### src/rtl/seg_display_arbiter.sv
// ============================================================================
//  Module   : seg_display_arbiter
//  Purpose  : Frame-synchronous arbiter and digit scanner that shares one
//             8-digit seven-segment display among three requesters.
//  Revision : 1.0  initial release
// ============================================================================
`default_nettype none

module seg_display_arbiter #(
  parameter int SCAN_DIV   = 100000,
  parameter int MIN_FRAMES = 63
) (
  input  logic        clk,
  input  logic        rst_n,
  input  logic [2:0]  req,
  input  logic [39:0] data0,
  input  logic [39:0] data1,
  input  logic [39:0] data2,
  output logic [2:0]  grant,
  output logic [7:0]  seg_en,
  output logic [4:0]  glyph,
  output logic [2:0]  digit_idx,
  output logic        frame_tick
);

  localparam int                 c_DIV_W    = (SCAN_DIV > 1) ? $clog2(SCAN_DIV) : 1;
  localparam logic [c_DIV_W-1:0] c_DIV_LAST = c_DIV_W'(SCAN_DIV - 1);
  localparam logic [8:0]         c_MIN      = 9'(MIN_FRAMES);
  localparam logic [4:0]         c_BLANK    = 5'h1F;

  logic [c_DIV_W-1:0] r_div_cnt;
  logic [7:0]         r_hold_cnt;
  logic [39:0]        r_frame_buf;

  logic        w_slot_edge;
  logic        w_frame_edge;
  logic [2:0]  w_idx_inc;
  logic [2:0]  w_pri;
  logic        w_owner_req;
  logic [8:0]  w_done;
  logic        w_keep;
  logic [2:0]  w_grant_nxt;
  logic [7:0]  w_hold_nxt;
  logic [39:0] w_buf_nxt;

  assign w_slot_edge  = (r_div_cnt == c_DIV_LAST);
  assign w_frame_edge = w_slot_edge && (digit_idx == 3'd7);
  assign w_idx_inc    = digit_idx + 3'd1;

  // Fixed priority: req[2] beats req[1] beats req[0].
  always_comb begin
    w_pri = 3'b000;
    if (req[2])      w_pri = 3'b100;
    else if (req[1]) w_pri = 3'b010;
    else if (req[0]) w_pri = 3'b001;
  end

  // The frame now ending counts toward the owner's minimum tenure.
  assign w_owner_req = |(req & grant);
  assign w_done      = {1'b0, r_hold_cnt} + 9'd1;
  assign w_keep      = (grant != 3'b000) && w_owner_req && (w_done < c_MIN);

  // Release, idle grant and post-tenure re-arbitration all reduce to w_pri.
  always_comb begin
    w_grant_nxt = w_keep ? grant : w_pri;
    w_hold_nxt  = 8'h00;
    if ((grant != 3'b000) && (w_grant_nxt == grant)) begin
      w_hold_nxt = w_done[8] ? 8'hFF : w_done[7:0];
    end
  end

  always_comb begin
    w_buf_nxt = '1;
    unique case (w_grant_nxt)
      3'b100:  w_buf_nxt = data2;
      3'b010:  w_buf_nxt = data1;
      3'b001:  w_buf_nxt = data0;
      default: w_buf_nxt = '1;
    endcase
  end

  always_ff @(posedge clk or negedge rst_n) begin
    if (!rst_n) begin
      r_div_cnt   <= '0;
      digit_idx   <= 3'd0;
      grant       <= 3'b000;
      seg_en      <= 8'h00;
      glyph       <= c_BLANK;
      frame_tick  <= 1'b0;
      r_hold_cnt  <= 8'h00;
      r_frame_buf <= '1;
    end else begin
      frame_tick <= w_frame_edge;
      if (w_slot_edge) begin
        r_div_cnt <= '0;
        digit_idx <= w_idx_inc;
        if (w_frame_edge) begin
          // Ownership, buffer and slot-0 outputs switch together.
          grant       <= w_grant_nxt;
          r_hold_cnt  <= w_hold_nxt;
          r_frame_buf <= w_buf_nxt;
          if (w_grant_nxt != 3'b000) begin
            seg_en <= 8'h01;
            glyph  <= w_buf_nxt[4:0];
          end else begin
            seg_en <= 8'h00;
            glyph  <= c_BLANK;
          end
        end else if (grant != 3'b000) begin
          seg_en <= 8'h01 << w_idx_inc;
          glyph  <= r_frame_buf[5*w_idx_inc +: 5];
        end else begin
          seg_en <= 8'h00;
          glyph  <= c_BLANK;
        end
      end else begin
        r_div_cnt <= r_div_cnt + 1'b1;
      end
    end
  end

endmodule

`default_nettype wire

### config.mk
export PLATFORM = sky130hd
export DESIGN_NAME = seg_display_arbiter
export DESIGN_NICKNAME = d
export VERILOG_FILES = /design/src/rtl/seg_display_arbiter.sv
export SDC_FILE = /design/constraint.sdc
export NUM_CORES = 1
export LEC_CHECK = 0
export CELL_PAD_IN_SITES_DETAIL_PLACEMENT = 0
export CELL_PAD_IN_SITES_GLOBAL_PLACEMENT = 1
export CORE_MARGIN = 2
export CORE_UTILIZATION = 40
export DETAILED_ROUTE_END_ITERATION = 10
export PLACE_DENSITY = 0.94
export SYNTH_ARGS = -nofsm -noshare
export SYNTH_HDL_FRONTEND = slang
export SYNTH_SLANG_ARGS = --single-unit
### constraint.sdc
create_clock -name clk -period 7.55 [get_ports clk]
set_input_delay 1.51 -clock clk [delete_from_list [all_inputs] [get_ports clk]]
set_output_delay 1.51 -clock clk [all_outputs]
set_load 0.02 [all_outputs]
**Wiring heat map**

24 x 24 tiles, from black (low) to pale yellow (high), scaled to the fullest tile. Values are wire area over tile area, all layers added.
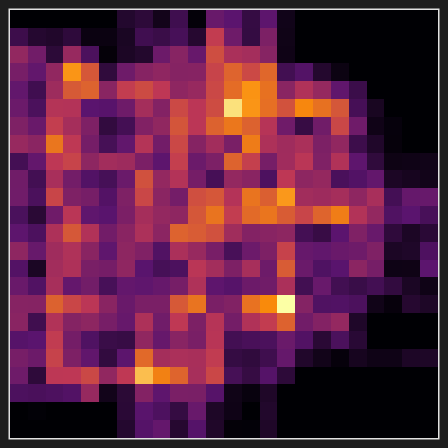
mean over tiles	0.18
emptiest ninth of the die	bottom right
nearly empty tiles	19%
tiles over half the peak	14%
fullest tile	0.66
wire length per cell: 17.9 um
routed wire length: 15.9 mm
overall routing resource usage: 22.3%
total vias in the final route: 5274

**Routed metal, one colour a layer**

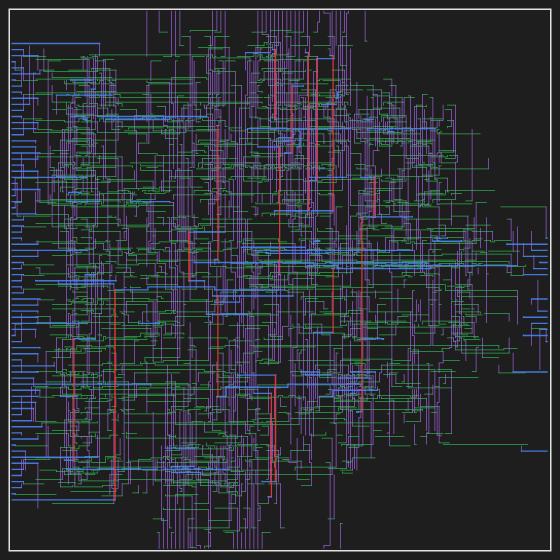
layer	colour	wire length
met4	red	407 um
met2	purple	7760 um
met1	green	6570 um
met3	blue	1130 um

**Metal 1**

Supply wires on this layer in grey.
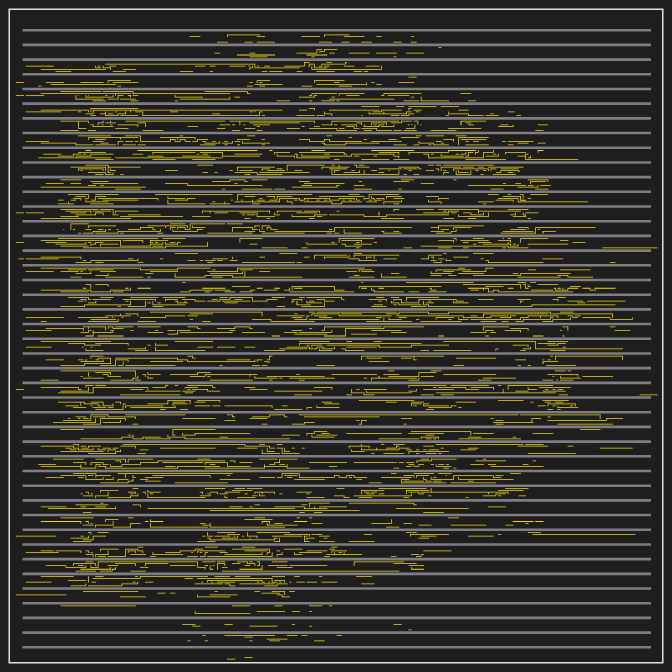
longest straight run	40.5 um
share of all routed wire	41%
main direction	horizontal
nets with wire on the layer	738
wire length on this layer	6570 um
GR Layer Usage met1: 28.6%

==> reports/qor.txt <==
Worst VDD drop: 0.000120 V
Signal buf overhead: 20.5%
PwrDens: 144 mW/mm2
DRT antenna net count: 0
Compound Share, Synth: 29.1%
total power: 1.05 mW
Layout clock buffers: 12
insertion delay at the late pin of the worst-skew pair: 0.34 ns
#FFs+latches synth: 85
# IOs: 145
H-tree levels: 3
hold-fix buffers at CTS: 0
hold wc startpoint: seg_en[7]
number of enable flip-flop cells: 0
Post-Synthesis Cells: 593
Iter 0 DRT Violations: 426
Post-synth ARST share: 100%
Area leader share: 21.7%
Lkg Pwr: 2.75 nW
clock share of power: 44.4%
sw power: 0.226 mW
Final #Nets: 839
slowest CP cell: mux2_2
layout cell share with drive strength beyond 1: 12.8%
Final setup viols: 0
dominant logic cell types in the final layout: clkdlybuf4s50_1, nand2_1, nor2_1
Pint: 0.821 mW
top layer in use: met4
logic area: 0.00302 mm2
setup bufs post-CTS: 0
part of the cycle the worst path needs: 58.4%
Max power group: clock
cells along the critical path: buf_2, a222oi_1, a2111oi_4, buf_4, mux2_2, a2111oi_1, o31ai_1
via count of the first global-routing pass: 5356
Adders+Majority by Area: 1.84%
comb area leader: AND-OR/OR-AND gates
grt ovf: 0
critical path data required time: 7.80 ns
Sequential Power Share: 43.7%
startpoint types: input pin
min setup slack post-route: 3.14 ns
Slew HR: 28.0%
Worst-path clk slew: 0.06 ns
crit end category: register
TritonCTS clock tree: built
XOR/XNOR Fraction of Synth Area: 2.57%
post-CTS sizing: 0
r2r endpoint: glyph[1]
Top cells by area: dfstp_2, dfrtp_1, a221o_1
status: completed
Area Growth Syn to Fin: 33.2%
sequential group power: 0.457 mW
drt pass-1 iters: 5
wire length on met2: 7.76 mm
initial core utilization: 41.0%
Die Area: 0.0146 mm2
GPL Wtd Cong: 0.896
PortBufs: 144
FMAX: 227 MHz
worst slew pin tran: 1.08 ns
Post-Place Cell Area: 0.00695 mm2
Final Slew Violations: 0
Post-synth top flop: dfstp_2
Ys Warns: 0
Setup CP Type: input pin to register
Inserted Clock Buffers: 9
clk_skew: 0.00582 ns
GR Util met3: 3.96%
most common cell in the synthesized netlist: nand2_1
YS chip area: 0.00545 mm2
clk sinks: 85
WHS Endpoint: seg_en[7]
Power Clock: 0.465 mW
Via density: 5.95
Flop area: 0.00218 mm2
Most Crowded Layer GR: met2
HPWL Detailed: 11.8 mm
comb pwr: 0.124 mW
tool warnings: 30
crit-path max cell delay: 0.67 ns
Clock Tree Buf Depth: 2
Repair and plain buffers: 151
die width: 121 um
Commonest cells post-synth: nand2_1, nor2_1, o21ai_0
global-route wire length before repair: 26.1 mm
metal1 wirelength: 6.57 mm
post-synth net total: 726
**Placed cells, one colour a class**

The bar under the picture is 20 um long. Fill, decap, tap and diode cells in grey.
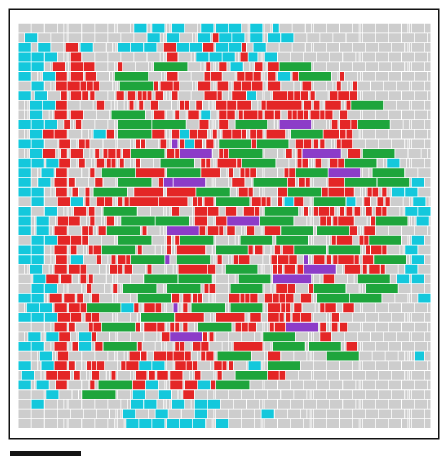
class	colour	cells	share of their area
flip-flops	green	85	31%
all other logic	red	459	43%
other buffers and delay cells	cyan	151	21%
clock drivers and dummy loads	purple	16	4.4%
Core Rows: 42
CORE AREA: 0.0133 mm2
Final Util: 54.6%
fin area: 0.00726 mm2

**Cell outlines without signal wires**

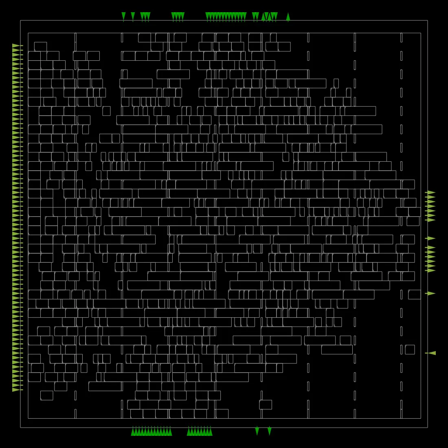
# fillers: 1161
# Taps: 176
flip-flops: 85
flop share of the area: 30.1%
Finished Layout Cells: 887

how the worst max path moves through the flow:
stage / start / end / slack (ns) / cells past startpoint
global route: req[1] / r_hold_cnt[3] / 2.85 / 6
floorplan: req[1] / glyph[2] / 4.39 / 6
CTS: req[1] / r_hold_cnt[3] / 3.10 / 6
detailed placement: req[1] / r_hold_cnt[3] / 2.78 / 6
finish: req[2] / glyph[1] / 3.14 / 7
global placement: req[2] / glyph[1] / 2.92 / 7
sequential cells by signal, indices dropped and copies added (netlist names):
register and count:
digit_idx 3, frame_tick 1, glyph 5, grant 3, r_div_cnt 17, r_frame_buf 40
r_hold_cnt 8, seg_en 8
critical path: cells and delay by family:
family	cells	cell delay [ns]
muxes	1	0.67
AOI/OAI and AO/OA	4	1.36
buffers and inverters	2	1.10
Power and IR drop assume default switching activity.
